<file path="config.mk">
export PLATFORM = sky130hd
export DESIGN_NAME = sum_diff_accum
export DESIGN_NICKNAME = d
export VERILOG_FILES = /design/src/rtl/sum_diff_pkg.sv /design/src/rtl/sum_diff_accum_pair_adder.sv /design/src/rtl/sum_diff_accum.sv
export SDC_FILE = /design/constraint.sdc
export NUM_CORES = 1
export LEC_CHECK = 0
export CORE_MARGIN = 1.5
export CORE_UTILIZATION = 59
export DETAILED_ROUTE_END_ITERATION = 6
export HOLD_SLACK_MARGIN = 0.15
export PLACE_DENSITY = 0.92
export SYNTH_ARGS = -nofsm -noshare
export SYNTH_HDL_FRONTEND = slang
export SYNTH_HIERARCHICAL = 1
export SYNTH_SLANG_ARGS = --single-unit
</file>
<file path="constraint.sdc">
create_clock -name clk -period 5 [get_ports clk]
set_input_delay 1.5 -clock clk [delete_from_list [all_inputs] [get_ports clk]]
set_output_delay 1.5 -clock clk [all_outputs]
set_load 0.01 [all_outputs]
</file>
<file path="src/rtl/sum_diff_pkg.sv">
// -----------------------------------------------------------------------------
// sum_diff_pkg
// Shared types and helpers for the (A+B)-(C+D) accumulate datapath.
//   state_t    : group FSM state (IDLE = no open group, ACC = group open)
//   res_width(): result width for a given operand width and group depth
//   WIDTH_DEF / ACC_DEPTH_DEF : default parameter values
// -----------------------------------------------------------------------------
package sum_diff_pkg;

  typedef enum logic {
    IDLE = 1'b0,
    ACC  = 1'b1
  } state_t;

  localparam int WIDTH_DEF     = 4;
  localparam int ACC_DEPTH_DEF = 4;

  // WIDTH+1 bits per pair sum, +1 for the signed difference, and
  // log2(depth) bits of growth from summing depth differences.
  function automatic int res_width(input int width, input int depth);
    return width + 2 + $clog2(depth);
  endfunction

endpackage

</file>
<file path="src/rtl/sum_diff_accum_pair_adder.sv">
// -----------------------------------------------------------------------------
// pair_adder
// Combinational unsigned adder with full carry-out.
//   x, y : WIDTH-bit unsigned operands
//   sum  : WIDTH+1-bit unsigned sum (never wraps)
// -----------------------------------------------------------------------------
module pair_adder #(
  parameter int WIDTH = 4
) (
  input  logic [WIDTH-1:0] x,
  input  logic [WIDTH-1:0] y,
  output logic [WIDTH:0]   sum
);

  assign sum = {1'b0, x} + {1'b0, y};

endmodule

</file>
<file path="src/rtl/sum_diff_accum.sv">
// -----------------------------------------------------------------------------
// sum_diff_accum
// Two-stage pipelined F = (a+b)-(c+d) with optional accumulation of
// ACC_DEPTH consecutive results into one output. Ready/valid on both sides.
//   clk, rst          : clock, asynchronous active-high reset
//   in_valid/in_ready : operand handshake (in_ready is combinational)
//   a, b, c, d        : WIDTH-bit unsigned operands
//   mode              : 0 = single result, 1 = open an accumulate group
//   out_valid/out_ready : result handshake
//   f                 : RES_W-bit signed result
//   busy              : an accumulate group is open
// -----------------------------------------------------------------------------
module sum_diff_accum
  import sum_diff_pkg::*;
#(
  parameter  int WIDTH     = WIDTH_DEF,
  parameter  int ACC_DEPTH = ACC_DEPTH_DEF,
  localparam int RES_W     = res_width(WIDTH, ACC_DEPTH)
) (
  input  logic                    clk,
  input  logic                    rst,
  input  logic                    in_valid,
  output logic                    in_ready,
  input  logic [WIDTH-1:0]        a,
  input  logic [WIDTH-1:0]        b,
  input  logic [WIDTH-1:0]        c,
  input  logic [WIDTH-1:0]        d,
  input  logic                    mode,
  output logic                    out_valid,
  input  logic                    out_ready,
  output logic signed [RES_W-1:0] f,
  output logic                    busy
);

  localparam int               CNT_W    = $clog2(ACC_DEPTH);
  localparam logic [CNT_W-1:0] CNT_LAST = CNT_W'(ACC_DEPTH - 1);

  // Stage 1 operand-pair sums.
  logic [WIDTH:0] sum_ab;
  logic [WIDTH:0] sum_cd;

  pair_adder #(.WIDTH(WIDTH)) u_add_ab (.x(a), .y(b), .sum(sum_ab));
  pair_adder #(.WIDTH(WIDTH)) u_add_cd (.x(c), .y(d), .sum(sum_cd));

  logic           s1_valid;
  logic           s1_mode;
  logic [WIDTH:0] s1_ab;
  logic [WIDTH:0] s1_cd;

  // Group state and accumulator.
  state_t                  state, state_nxt;
  logic [CNT_W-1:0]        cnt, cnt_nxt;
  logic signed [RES_W-1:0] acc, acc_nxt;
  logic signed [RES_W-1:0] res_nxt;
  logic                    load;

  logic                    advance;
  logic signed [WIDTH+1:0] diff;
  logic signed [RES_W-1:0] diff_ext;

  // The whole pipe moves together; it only stalls when a result is
  // sitting in the output register and the consumer refuses it.
  assign advance  = !out_valid || out_ready;
  assign in_ready = advance;
  assign busy     = (state == ACC);

  assign diff     = $signed({1'b0, s1_ab}) - $signed({1'b0, s1_cd});
  assign diff_ext = RES_W'(diff);  // signed cast sign-extends

  // NOTE: every output of this block gets a default first so no path
  // leaves a variable unassigned, which would otherwise infer a latch.
  always_comb begin
    state_nxt = state;
    cnt_nxt   = cnt;
    acc_nxt   = acc;
    res_nxt   = f;
    load      = 1'b0;
    if (advance && s1_valid) begin
      unique case (state)
        IDLE: begin
          if (!s1_mode) begin
            load    = 1'b1;
            res_nxt = diff_ext;
          end else begin
            acc_nxt   = diff_ext;
            cnt_nxt   = CNT_W'(1);
            state_nxt = ACC;
          end
        end
        ACC: begin
          // Inside a group the item's own mode bit is ignored.
          if (cnt == CNT_LAST) begin
            load      = 1'b1;
            res_nxt   = acc + diff_ext;
            cnt_nxt   = '0;
            state_nxt = IDLE;
          end else begin
            acc_nxt = acc + diff_ext;
            cnt_nxt = cnt + CNT_W'(1);
          end
        end
      endcase
    end
  end

  // NOTE: state is updated with non-blocking assignments so every
  // register samples pre-edge values regardless of statement order.
  always_ff @(posedge clk or posedge rst) begin
    if (rst) begin
      s1_valid  <= 1'b0;
      s1_mode   <= 1'b0;
      s1_ab     <= '0;
      s1_cd     <= '0;
      state     <= IDLE;
      cnt       <= '0;
      acc       <= '0;
      out_valid <= 1'b0;
      f         <= '0;
    end else begin
      state <= state_nxt;
      cnt   <= cnt_nxt;
      acc   <= acc_nxt;
      if (advance) begin
        s1_valid <= in_valid;
        if (in_valid) begin
          s1_mode <= mode;
          s1_ab   <= sum_ab;
          s1_cd   <= sum_cd;
        end
        // A consumed result is replaced in the same edge if a new one
        // loads; otherwise out_valid drops and f keeps its last value.
        out_valid <= load;
        if (load) f <= res_nxt;
      end
    end
  end

endmodule

</file>
Routed clock nets over the placement:
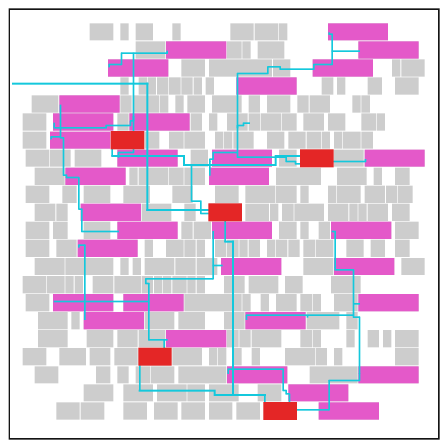
[clock wires] cyan | length: 439 microns
[flip-flops] magenta | count: 32
[clock drivers] red | count: 5
routed clock nets	6
flops lie	spread over the die

Supply network:
Pins as bars on the die edge. Tap cells in grey.
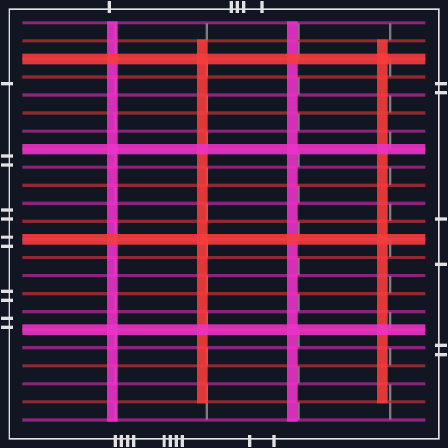
net	colour
VDD	red
VSS	magenta
met1 rails	23
tap cells	48

==> changes_impl.md <==
### Implementation results

- Outcome: finished, final reports clean
- Pwr Density: 731.1 mW/mm^2
- Placed Area: 0.002572 sq mm
- P_int: 1.041 mW
- # IOs: 32
- Post-CTS Hold Buffers: 0
- Buf/Inv on CP: 2
- Worst Hold End: f[4]
- Die W: 64.49 microns
- Wl on met1: 1.883 mm
- Simple-Gate Area Share: 0.1425
- Remaining global-route overflow: 0
- Total wire length: 4.444 mm
- DRC viols: 0
- Reg2Reg Depth: 11
- MUX share of area: 0.06898
- CP startpoint: out_ready
- Commonest cells post-synth: dfrtp_1 (32), nand2_1 (23), ha_1 (21), inv_1 (19), nor2_1 (12)
- Largest regs: acc (8), f (8)
- Post-synthesis sequential area ratio: 0.3589
- Met2 wire len: 2.323 mm
- Drt first-iter violations: 109
- Synth async-reset ratio: 1.000
- Rows: 22
- Leak: 1.208 nW
- Crit path cell chain: clkdlybuf4s50_1, nand2b_1, clkdlybuf4s50_1
- Total negative setup slack: 0 ns
- Slew Viols, Final: 0
- Main logic family: AND-OR/OR-AND gates
- DP HPWL: 3.434 mm
- Hold/Removal Path Class: reg2reg
- Max layer used: met4
- Hold slack: 0.4910 ns
- First-pass GRT wire length: 7.831 mm
- Max-area cell share: 0.3589
- Drt wl/cell: 14.34 microns
- Initial antenna violation count: 0
- Critical path depth: 3
- Nets: 307
- Highest clock rate: 227.9 MHz
- Largest area contributor in the netlist: dfrtp_1
- CP arrival: 2.89 ns
Routing congestion:
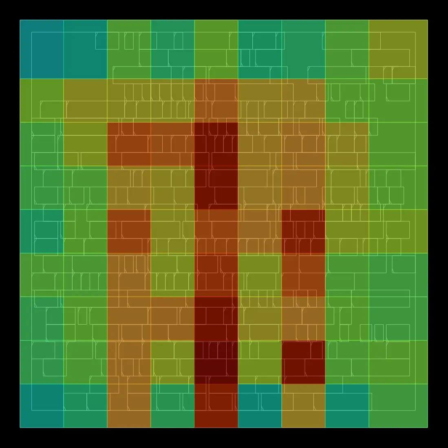
GRT Max-Usage Layer: met2
Layout Utilization: 0.7335

## final cells by class
| class | instances | area (sq um) |
|---|---|---|
| multi-input combinational | 169 | 1315 |
| fill | 281 | 968.4 |
| sequential | 32 | 800.8 |
| timing repair buffer | 32 | 317.8 |
| clock buffer | 6 | 82.58 |
| inverter | 21 | 78.83 |
| tap | 48 | 60.06 |
| clock inverter | 2 | 10.01 |
## power groups by stage
stage	combinational, mW	clock (mW)	sequential, mW
after floorplan	0.969	0	0.453
after global placement	1.19	0	0.467
after detailed placement	1.25	0	0.475
after CTS	1.26	0.211	0.470
after global routing	1.42	0.222	0.487
final	1.27	0.207	0.471
## per-stage QoR
stage	instances	util
6_report	310	0.7335
5_1_grt	310	0.7335
4_1_cts	310	0.7335
3_5_place_dp	302	0.7080
3_3_place_gp	302	0.7080
2_1_floorplan	229	-
Power figures rest on the tool's default switching activity, not on a simulated workload.
